<file path="src/rtl/text_writer_pkg.sv">
// Shared constants, state type and row arithmetic for the text screen writer.
package text_pkg;

   localparam int unsigned ROWS  = 30;
   localparam int unsigned COLS  = 80;
   localparam logic [7:0]  BLANK = 8'h20;

   localparam logic [7:0] CH_LF = 8'h0A;
   localparam logic [7:0] CH_CR = 8'h0D;
   localparam logic [7:0] CH_BS = 8'h08;
   localparam logic [7:0] CH_FF = 8'h0C;

   typedef enum logic [1:0] {
      ST_IDLE    = 2'd0,
      ST_CLR_ROW = 2'd1,
      ST_CLR_ALL = 2'd2
   } state_t;

   // Modulo-rows add; both operands are below rows, so one subtract suffices.
   function automatic logic [4:0] row_wrap(input logic [4:0] base,
                                           input logic [4:0] off,
                                           input int unsigned rows = ROWS);
      logic [5:0] sum;
      logic [5:0] res;
      sum = {1'b0, base} + {1'b0, off};
      if (sum >= 6'(rows)) begin
         res = sum - 6'(rows);
      end else begin
         res = sum;
      end
      return res[4:0];
   endfunction

endpackage

</file>
<file path="src/rtl/text_writer_if.sv">
// Byte input handshake plus screen RAM byte-lane write port of the text writer.
interface text_writer_if;
   logic        in_valid;
   logic [7:0]  in_data;
   logic        in_ready;
   logic        wr_en;
   logic [9:0]  wr_addr;
   logic [31:0] wr_data;
   logic [3:0]  wr_be;

   modport master (
      output in_valid, in_data,
      input  in_ready, wr_en, wr_addr, wr_data, wr_be
   );

   modport slave (
      input  in_valid, in_data,
      output in_ready, wr_en, wr_addr, wr_data, wr_be
   );
endinterface

</file>
<file path="src/rtl/text_writer_cursor.sv">
// Cursor row/col and scroll base registers for the text writer.
// TEXT_WRITER_SCROLL_EN selects scrolling; otherwise the cursor wraps to row 0.
module text_cursor
   import text_pkg::*;
#(
   parameter int unsigned N_ROWS = ROWS,
   parameter int unsigned N_COLS = COLS
) (
   input  logic       clk,
   input  logic       rst_n,
   input  logic       cmd_print,
   input  logic       cmd_lf,
   input  logic       cmd_cr,
   input  logic       cmd_bs,
   input  logic       cmd_ff,
   output logic [4:0] row,
   output logic [6:0] col,
   output logic [4:0] scroll_base
);

   localparam logic [4:0] LAST_ROW = 5'(N_ROWS - 1);
   localparam logic [6:0] LAST_COL = 7'(N_COLS - 1);

   logic [4:0] row_r, row_s;
   logic [6:0] col_r, col_s;
   logic [4:0] base_r, base_s;

   // Next cursor position for the command accepted this cycle.
   always_comb begin
      row_s  = row_r;
      col_s  = col_r;
      base_s = base_r;
      if (cmd_ff) begin
         row_s  = 5'd0;
         col_s  = 7'd0;
         base_s = 5'd0;
      end else if (cmd_lf || (cmd_print && (col_r == LAST_COL))) begin
         col_s = 7'd0;
         if (row_r < LAST_ROW) begin
            row_s = row_r + 5'd1;
         end else begin
`ifdef TEXT_WRITER_SCROLL_EN
            base_s = row_wrap(base_r, 5'd1, N_ROWS);
`else
            row_s = 5'd0;
`endif
         end
      end else if (cmd_print) begin
         col_s = col_r + 7'd1;
      end else if (cmd_cr) begin
         col_s = 7'd0;
      end else if (cmd_bs) begin
         if (col_r != 7'd0) begin
            col_s = col_r - 7'd1;
         end else if (row_r != 5'd0) begin
            row_s = row_r - 5'd1;
            col_s = LAST_COL;
         end else begin
            col_s = col_r;
         end
      end else begin
         col_s = col_r;
      end
   end

   // Cursor state registers.
   always_ff @(posedge clk or negedge rst_n) begin
      if (!rst_n) begin
         row_r  <= 5'd0;
         col_r  <= 7'd0;
         base_r <= 5'd0;
      end else begin
         row_r  <= row_s;
         col_r  <= col_s;
         base_r <= base_s;
      end
   end

   assign row         = row_r;
   assign col         = col_r;
   assign scroll_base = base_r;

endmodule

</file>
<file path="src/rtl/text_writer.sv">
// Character-stream writer into the packed 30x80 text screen RAM.
// TEXT_WRITER_SCROLL_EN enables hardware scrolling via scroll_base.
module text_writer #(
   parameter int unsigned ROWS  = text_pkg::ROWS,
   parameter int unsigned COLS  = text_pkg::COLS,
   parameter logic [7:0]  BLANK = text_pkg::BLANK
) (
   input  logic                CLOCK_50,
   input  logic                rst_n,
   text_writer_if.slave        bus,
   output logic [4:0]          cursor_row,
   output logic [6:0]          cursor_col,
   output logic [4:0]          scroll_base
);

   localparam int unsigned WORDS     = COLS / 4;
   localparam logic [4:0]  LAST_ROW  = 5'(ROWS - 1);
   localparam logic [6:0]  LAST_COL  = 7'(COLS - 1);
   localparam logic [4:0]  LAST_WORD = 5'(WORDS - 1);

   text_pkg::state_t state_r, state_s;
   logic [4:0]  clr_row_r, clr_row_s;
   logic [4:0]  clr_word_r, clr_word_s;
   logic        in_ready_r, in_ready_s;
   logic        wr_en_r, wr_en_s;
   logic [9:0]  wr_addr_r, wr_addr_s;
   logic [31:0] wr_data_r, wr_data_s;
   logic [3:0]  wr_be_r, wr_be_s;

   logic        accept_s, is_print_s, is_lf_s, is_cr_s, is_bs_s, is_ff_s;
   logic        need_clr_s;
   logic [4:0]  phys_s, phys_prev_s;
   logic [6:0]  col_m1_s;

   assign accept_s   = bus.in_valid & in_ready_r;
   assign is_print_s = accept_s && (bus.in_data >= 8'h20) && (bus.in_data <= 8'h7E);
   assign is_lf_s    = accept_s && (bus.in_data == text_pkg::CH_LF);
   assign is_cr_s    = accept_s && (bus.in_data == text_pkg::CH_CR);
   assign is_bs_s    = accept_s && (bus.in_data == text_pkg::CH_BS);
   assign is_ff_s    = accept_s && (bus.in_data == text_pkg::CH_FF);
   assign need_clr_s = (is_lf_s || (is_print_s && (cursor_col == LAST_COL)))
                       && (cursor_row == LAST_ROW);

   assign phys_s      = text_pkg::row_wrap(scroll_base, cursor_row, ROWS);
   assign phys_prev_s = text_pkg::row_wrap(scroll_base, cursor_row - 5'd1, ROWS);
   assign col_m1_s    = cursor_col - 7'd1;

   text_cursor #(
      .N_ROWS (ROWS),
      .N_COLS (COLS)
   ) u_cursor (
      .clk         (CLOCK_50),
      .rst_n       (rst_n),
      .cmd_print   (is_print_s),
      .cmd_lf      (is_lf_s),
      .cmd_cr      (is_cr_s),
      .cmd_bs      (is_bs_s),
      .cmd_ff      (is_ff_s),
      .row         (cursor_row),
      .col         (cursor_col),
      .scroll_base (scroll_base)
   );

   // State register; reset lands in the full clear so RAM contents are defined.
   always_ff @(posedge CLOCK_50 or negedge rst_n) begin
      if (!rst_n) begin
         state_r    <= text_pkg::ST_CLR_ALL;
         clr_row_r  <= 5'd0;
         clr_word_r <= 5'd0;
      end else begin
         state_r    <= state_s;
         clr_row_r  <= clr_row_s;
         clr_word_r <= clr_word_s;
      end
   end

   // Next state and clear-walk counters. The row to clear is the pre-scroll base.
   always_comb begin
      state_s    = state_r;
      clr_row_s  = clr_row_r;
      clr_word_s = clr_word_r;
      case (state_r)
         text_pkg::ST_IDLE: begin
            clr_word_s = 5'd0;
            clr_row_s  = is_ff_s ? 5'd0 : scroll_base;
            if (is_ff_s) begin
               state_s = text_pkg::ST_CLR_ALL;
            end else if (need_clr_s) begin
               state_s = text_pkg::ST_CLR_ROW;
            end else begin
               state_s = text_pkg::ST_IDLE;
            end
         end
         text_pkg::ST_CLR_ROW: begin
            clr_word_s = clr_word_r + 5'd1;
            if (clr_word_r == LAST_WORD) begin
               state_s = text_pkg::ST_IDLE;
            end else begin
               state_s = text_pkg::ST_CLR_ROW;
            end
         end
         text_pkg::ST_CLR_ALL: begin
            if (clr_word_r == LAST_WORD) begin
               clr_word_s = 5'd0;
               clr_row_s  = clr_row_r + 5'd1;
               if (clr_row_r == LAST_ROW) begin
                  state_s = text_pkg::ST_IDLE;
               end else begin
                  state_s = text_pkg::ST_CLR_ALL;
               end
            end else begin
               clr_word_s = clr_word_r + 5'd1;
            end
         end
         default: begin
            state_s = text_pkg::ST_IDLE;
         end
      endcase
   end

   // Write port and ready values to be registered at the next edge.
   always_comb begin
      wr_en_s   = 1'b0;
      wr_addr_s = 10'd0;
      wr_data_s = 32'd0;
      wr_be_s   = 4'd0;
      case (state_r)
         text_pkg::ST_IDLE: begin
            if (is_print_s) begin
               wr_en_s   = 1'b1;
               wr_addr_s = {phys_s, cursor_col[6:2]};
               wr_data_s = {4{bus.in_data}};
               wr_be_s   = 4'b1000 >> cursor_col[1:0];
            end else if (is_bs_s && (cursor_col != 7'd0)) begin
               wr_en_s   = 1'b1;
               wr_addr_s = {phys_s, col_m1_s[6:2]};
               wr_data_s = {4{BLANK}};
               wr_be_s   = 4'b1000 >> col_m1_s[1:0];
            end else if (is_bs_s && (cursor_row != 5'd0)) begin
               wr_en_s   = 1'b1;
               wr_addr_s = {phys_prev_s, LAST_COL[6:2]};
               wr_data_s = {4{BLANK}};
               wr_be_s   = 4'b1000 >> LAST_COL[1:0];
            end else begin
               wr_en_s = 1'b0;
            end
         end
         text_pkg::ST_CLR_ROW, text_pkg::ST_CLR_ALL: begin
            wr_en_s   = 1'b1;
            wr_addr_s = {clr_row_r, clr_word_r};
            wr_data_s = {4{BLANK}};
            wr_be_s   = 4'b1111;
         end
         default: begin
            wr_en_s = 1'b0;
         end
      endcase
      // Ready only once IDLE has been held for a full cycle.
      in_ready_s = (state_r == text_pkg::ST_IDLE) && (state_s == text_pkg::ST_IDLE);
   end

   // Output registers.
   always_ff @(posedge CLOCK_50 or negedge rst_n) begin
      if (!rst_n) begin
         in_ready_r <= 1'b0;
         wr_en_r    <= 1'b0;
         wr_addr_r  <= 10'd0;
         wr_data_r  <= 32'd0;
         wr_be_r    <= 4'd0;
      end else begin
         in_ready_r <= in_ready_s;
         wr_en_r    <= wr_en_s;
         wr_addr_r  <= wr_addr_s;
         wr_data_r  <= wr_data_s;
         wr_be_r    <= wr_be_s;
      end
   end

   assign bus.in_ready = in_ready_r;
   assign bus.wr_en    = wr_en_r;
   assign bus.wr_addr  = wr_addr_r;
   assign bus.wr_data  = wr_data_r;
   assign bus.wr_be    = wr_be_r;

endmodule

</file>
<file path="src/flat_wrapper.sv">
// flat-port wrapper written by rule: the top's interface ports become plain ports
module text_writer_flat 
#(
   parameter int unsigned ROWS  = text_pkg::ROWS,
   parameter int unsigned COLS  = text_pkg::COLS,
   parameter logic [7:0]  BLANK = text_pkg::BLANK
)
  (CLOCK_50, rst_n, cursor_row, cursor_col, scroll_base, bus_in_valid, bus_in_data, bus_in_ready, bus_wr_en, bus_wr_addr, bus_wr_data, bus_wr_be);
  text_writer_if bus_i ();
  input  logic CLOCK_50;
  input  logic rst_n;
  output logic [4:0] cursor_row;
  output logic [6:0] cursor_col;
  output logic [4:0] scroll_base;
  input wire logic [$bits(bus_i.in_valid)-1:0] bus_in_valid;
  input wire logic [$bits(bus_i.in_data)-1:0] bus_in_data;
  output wire logic [$bits(bus_i.in_ready)-1:0] bus_in_ready;
  output wire logic [$bits(bus_i.wr_en)-1:0] bus_wr_en;
  output wire logic [$bits(bus_i.wr_addr)-1:0] bus_wr_addr;
  output wire logic [$bits(bus_i.wr_data)-1:0] bus_wr_data;
  output wire logic [$bits(bus_i.wr_be)-1:0] bus_wr_be;
  assign bus_i.in_valid = bus_in_valid;
  assign bus_i.in_data = bus_in_data;
  assign bus_in_ready = bus_i.in_ready;
  assign bus_wr_en = bus_i.wr_en;
  assign bus_wr_addr = bus_i.wr_addr;
  assign bus_wr_data = bus_i.wr_data;
  assign bus_wr_be = bus_i.wr_be;
  text_writer #(.ROWS(ROWS), .COLS(COLS), .BLANK(BLANK)) u_core (.CLOCK_50(CLOCK_50), .rst_n(rst_n), .bus(bus_i), .cursor_row(cursor_row), .cursor_col(cursor_col), .scroll_base(scroll_base));
endmodule
</file>
<file path="config.mk">
export PLATFORM = sky130hd
export DESIGN_NAME = text_writer_flat
export DESIGN_NICKNAME = d
export VERILOG_FILES = /design/src/rtl/text_writer_pkg.sv /design/src/rtl/text_writer_if.sv /design/src/rtl/text_writer_cursor.sv /design/src/rtl/text_writer.sv /design/src/flat_wrapper.sv
export SDC_FILE = /design/constraint.sdc
export NUM_CORES = 1
export LEC_CHECK = 0
export CAP_MARGIN = 20
export CORE_ASPECT_RATIO = 0.7
export CORE_MARGIN = 1.5
export CORE_UTILIZATION = 40
export DETAILED_ROUTE_END_ITERATION = 10
export HOLD_SLACK_MARGIN = 0.1
export SLEW_MARGIN = 20
export SYNTH_ARGS = -nofsm -noshare
export SYNTH_HDL_FRONTEND = slang
export SYNTH_SLANG_ARGS = --single-unit
export TNS_END_PERCENT = 30
</file>
<file path="constraint.sdc">
create_clock -name CLOCK_50 -period 4 [get_ports CLOCK_50]
set_clock_uncertainty 0.15 [all_clocks]
set_input_delay 0.8 -clock CLOCK_50 [delete_from_list [all_inputs] [get_ports CLOCK_50]]
set_output_delay 0.8 -clock CLOCK_50 [all_outputs]
set_load 0.05 [all_outputs]
</file>
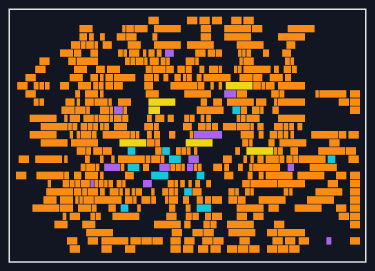
(run_1/sizes.png)
(3 px per µm)
orange -> _0 and _1 cells  # cells 437, share 94%, most used clkdlybuf4s50_1
cyan -> _3 and _4 cells  # cells 11, share 2.4%, most used buf_4
yellow -> _6 and larger  # cells 6, share 1.3%, most used clkbuf_16
purple -> _2 cells  # cells 12, share 2.6%
post-route cell area: 4600 µm²
worst setup margin: 533 ps
P&R area growth vs syn: 23.4%

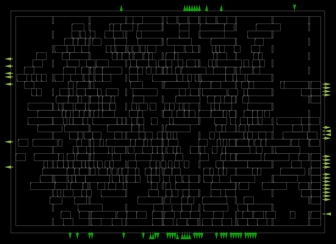
(run_1/placement.png)
Post-Route Utilization: 0.507
filler instances: 843

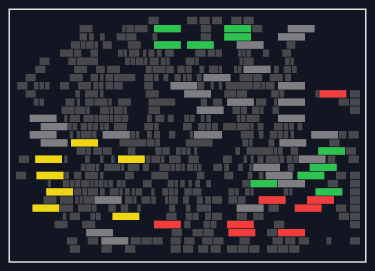
(run_1/flops_by_reg.png)
(3 px per µm)
yellow -> `u_core.u_cursor.col`  # placed flops 7
red -> `u_core.bus.wr_data`  # placed flops 8, where south-east
green -> `u_core.bus.wr_addr`  # placed flops 10
not coloured = 28
flop share of the area: 0.289
Seq. pwr: 0.000647 W
Register Area: 1330 µm²

==> metrics.cfg, run 1 <==
[yosys]
ys_warn_count = 0
yosys.stat.seqShare = 0.356
aoi_share = 0.183
edf_count = 0
synth_area_um2 = 3720
ys_cells = 412
synthCells = 412
synth_nets = 454
ys_chip_area_um2 = 3720
simple_gate_share = 0.202
ys_ff = 53
ff_type = dfrtp_1
synth.distinct_cells = 60
logic_family = simple AND/OR/NAND/NOR gates
async_reset_ff_frac = 1.00
xor_share = 0.0423

[detailed_routing]
vias = 3154
first_pass_iters = 4
via_per_inst = 5.35
dr_wl_met3_um = 489
drt_iter0_drc = 266
ant_nets = 0
drc = 0

[clock_tree]
clkSinkCount = 53
htree_levels = 2
clockRootBuffer = clkbuf_16
cts_hold_buf = 0
cts_resized = 0
cts.path.max_buffers = 2
cts_buffers = 5
path_clk_slew_ps = 70
cts_tree = done

[worst_setup_path]
crit_start = u_core.u_cursor.row[0]
regToRegStartpoint = u_core.u_cursor.row[0]
worstSetupEndpoint = u_core.bus.wr_addr[8]
arrival_ps = 3490
reg2reg_to = u_core.bus.wr_addr[8]
critical-path-top-delay-family = simple AND/OR/NAND/NOR gates
required_ps = 4020
cp_slowest_cell = or3b_2
slowest_delay_ps = 520
critPathKind = reg -> reg
rr_worst_depth = 10
endpoint_kind = flop
start_kind = flop
worst-path-buf-inv = 1

[grt]
use_met2 = 0.277
grt_pass1_vias = 3015
busiest_layer = met1
grt_use_met1 = 0.315
met3_usage = 0.0362
grt-ovfl-total = 0
antenna_found_initial = 0
grt_usage = 0.199

[sta]
timing.setup.tns_ps = 0
worstMarginPinSlew_ps = 768
holdWs_ps = 330
rsz0062_at_grt = no
setup_viol = 0
finalHoldViolations = 0
slew_headroom = 0.488
timing.final.max_slew_violations = 0
min_period_over_period = 0.867

[power_and_ir_drop]
power_density_nw_per_um2 = 359
max-vdd-ir-drop_v = 0.000255
pg_comb_w = 0.000559
p_comb_frac = 0.339
p_clk_frac = 0.270
switching_power_w = 0.000647
p_int_w = 0.00100
switching_share = 0.392

[layout]
flop-count = 53
drive_gt1_frac = 0.0622
dominant_cells = combinational gates
inv_count = 16
diodes = 0
largest_reg_flops = 10
nMultiInputCombCells = 309
buf_share = 0.170
signal_buffers = 80
final_cell_mix = 74 x clkdlybuf4s50_1, 52 x dfrtp_1, 33 x o21ai_0, 33 x nand2_1, 29 x ha_1
instances_no_fill = 590
fin_nets = 507
final_common_cell = clkdlybuf4s50_1
final-comb-area_um2 = 2120
sh_comb_area = 0.461

[flow_run]
cap_violations = 0

[placed_design]
dpl.cell_count = 582
pre_cts_ws_ps = 559
gp_congestion = 0.945
place_hpwl_um = 7360
place_area_um2 = 4440
port_buffers = 75

[floorplan]
initial_utilization = 0.411
taps = 124
num_rows = 29
core_area_um2 = 9070
die_area_um2 = 9910
die_h_um = 83.7

[run_status]
status = completed

-- run 1: logic make-up (layout without fill, tap and decap cells) --
kind of cell               count (synthesis)  in the layout
AOI/OAI and AO/OA                        105            105
xor gates and xnor gates                  18             18
adders and majority gates                 31             31
buffers and inverters                     50            104
DFF                                       53             53
muxes                                     12             12
other                                      1              1
and+or+nand+nor                          142            142
-- run 1: cells in the mapped netlist (11+ instances only) --
cell,count,area [µm²]
dfrtp_1,52,1300
mux2i_1,11,110
nor2_1,28,105
nand3_1,15,75.1
inv_1,15,56.3
ha_1,29,363
nor3_1,11,55.1
nand2_1,33,124
o21ai_0,33,165
buf_4,24,180
a21oi_1,25,125
==> run 2: changes to the inputs <==
--- a/constraint.sdc
+++ b/constraint.sdc
@@ -3,3 +3,3 @@
 set_input_delay 0.8 -clock CLOCK_50 [delete_from_list [all_inputs] [get_ports CLOCK_50]]
 set_output_delay 0.8 -clock CLOCK_50 [all_outputs]
-set_load 0.05 [all_outputs]
+set_load 0.01 [all_outputs]
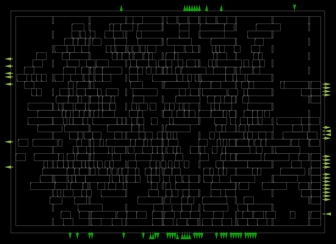
(run_2/placement.png)
Well Taps: 124
Layout Cells excl Fill: 590
# rows: 29
core box area: 9070 µm²
Flop Count: 53

==> metrics.cfg, run 2 <==
[yosys]
synth_area_um2 = 3720  ; unchanged
muxShareOfSynthArea = 0.0326
synth.distinct_cells = 60  ; unchanged
aoi_share = 0.183  ; unchanged
logic_family = simple AND/OR/NAND/NOR gates
ff_type = dfrtp_1
synth_top_cell_by_count = dfrtp_1
avgSynthCellArea_um2 = 9.04
ys_warn_count = 0  ; unchanged
ys_ff = 53  ; unchanged
synth.area.top_cells = dfrtp_1 35%, ha_1 9.7%, buf_4 4.8%
yosys-top-cells-count = 52 x dfrtp_1, 33 x nand2_1, 33 x o21ai_0
async_reset_ff_frac = 1.00  ; unchanged
ys_cells = 412  ; unchanged
synthCells = 412  ; unchanged
top_cell_area_share = 0.349  ; unchanged
yosys.area.top_type = dfrtp_1
xor_share = 0.0423  ; unchanged
yosys.stat.seqShare = 0.356  ; unchanged
synth_nets = 454  ; unchanged
edf_count = 0  ; unchanged
ys_chip_area_um2 = 3720  ; unchanged
simple_gate_share = 0.202  ; unchanged

[grt]
busiest_layer = met1
grt_pass1_wl_um = 15800
grt-ovfl-total = 0  ; unchanged
grt_usage = 0.199  ; unchanged
grt_pass1_vias = 3015  ; unchanged
grt_use_met1 = 0.315  ; unchanged
antenna_found_initial = 0  ; unchanged
use_met2 = 0.277  ; unchanged
met3_usage = 0.0362  ; unchanged

[flow_run]
cap_violations = 0  ; unchanged
warnings = 39

[layout]
drive_gt1_frac = 0.0622  ; unchanged
fin_area_um2 = 4600  ; unchanged
fin_nets = 507  ; unchanged
area_growth_pct = 23.4  ; unchanged
fillCellCount = 843  ; unchanged
final_cell_mix = 74 x clkdlybuf4s50_1, 52 x dfrtp_1, 33 x o21ai_0, 33 x nand2_1, 29 x ha_1
diodes = 0  ; unchanged
largest_reg_flops = 10  ; unchanged
final_common_cell = clkdlybuf4s50_1

[worst_setup_path]
worstPathCellList = inv_1 -> ha_1 -> or3b_2 -> xnor2_1 -> ha_1 -> xnor2_1 -> a21boi_0 -> o21a_1 -> o21ai_0 -> or3b_2
slowest_delay_ps = 520  ; about the same
regToRegStartpoint = u_core.u_cursor.row[0]
worstSetupEndpoint = u_core.bus.wr_addr[8]
critical-path-top-delay-family = simple AND/OR/NAND/NOR gates
worstPathMaxFanout = 10
required_ps = 4020  ; about the same
cp_slowest_cell = or3b_2
worst-path-buf-inv = 1  ; unchanged
rr_worst_depth = 10  ; unchanged
endpoint_kind = flop
reg2reg_to = u_core.bus.wr_addr[8]
start_kind = flop
arrival_ps = 3490  ; about the same
crit_start = u_core.u_cursor.row[0]
r2r_slack_ps = 530
critPathKind = reg -> reg

[clock_tree]
cts_tree = done
cts.path.max_buffers = 2  ; unchanged
path_clk_slew_ps = 70  ; about the same
cts_setup_buffers = 0
cts_buffers = 5  ; unchanged
clockRootBuffer = clkbuf_16
cts_hold_buf = 0  ; unchanged
clkSinkCount = 53  ; unchanged
cts_resized = 0  ; unchanged
htree_levels = 2  ; unchanged

[power_and_ir_drop]
top_power_group = registers
switching_power_w = 0.000492  ; -24%
p_leak_nw = 2.00
pg_comb_w = 0.000405  ; -28%
max-vdd-ir-drop_v = 0.000196  ; -23%
p_clk_frac = 0.298  ; +0.028
p_comb_frac = 0.270  ; -0.069
seqPwrFrac = 0.432
power_density_nw_per_um2 = 326  ; -9.4%
powerClk_w = 0.000446
switching_share = 0.329  ; -0.0632
p_int_w = 0.00101  ; about the same
p_seq_w = 0.000647  ; about the same

[placed_design]
dpl.cell_count = 582  ; unchanged
port_buffers = 75  ; unchanged
place_hpwl_um = 7360  ; unchanged
place_area_um2 = 4440  ; unchanged
gp_congestion = 0.945  ; unchanged

[detailed_routing]
dr_wl_met3_um = 489  ; unchanged
avgRoutedWirePerCell_um = 16.0
drt_iter0_drc = 266  ; unchanged
ant_nets = 0  ; unchanged
via_per_inst = 5.35  ; unchanged
first_pass_iters = 4  ; unchanged
top_layer = met4
vias = 3154  ; unchanged
wl_met2_um = 3780
drc = 0  ; unchanged

[floorplan]
die_h_um = 83.7  ; unchanged
die_w_um = 118
die_area_um2 = 9910  ; unchanged
initial_utilization = 0.411  ; unchanged

[sta]
timing.final.max_slew_violations = 0  ; unchanged
timing.setup.tns_ps = 0  ; unchanged
min_period_ps = 3470
finalHoldViolations = 0  ; unchanged
slew_headroom = 0.488  ; unchanged
worstMarginPinSlew_ps = 768  ; unchanged
rsz0062_at_grt = no
setup_viol = 0  ; unchanged
min_period_over_period = 0.867  ; unchanged

[run_status]
status = completed

run 2: cell counts in the layout (fill, tap and decap cells not counted):
No cell type changed its count.
run 2: metrics by stage:
step | utilization | hold slack, ps | setup slack, ps
finish | 0.507 | 330 | 533
global route | 0.507 | 379 | 246
CTS | 0.507 | 353 | 535
detailed placement | 0.490 | 392 | 559
global placement | 0.490 | 394 | 558
floorplan | - | 338 | 829
run 2: cell type report:
cell class	count	area, µm²	area share
Tap cell	124	155	0.0338
Inverter	16	60.1	0.0131
Clock inverter	3	26.3	0.00572
Timing Repair Buffer	80	783	0.170
Sequential cell	53	1330	0.289
Clock buffer	5	125	0.0272
Multi-Input combinational cell	309	2120	0.461
No activity file was given, so power comes from the tool's default toggle rates.
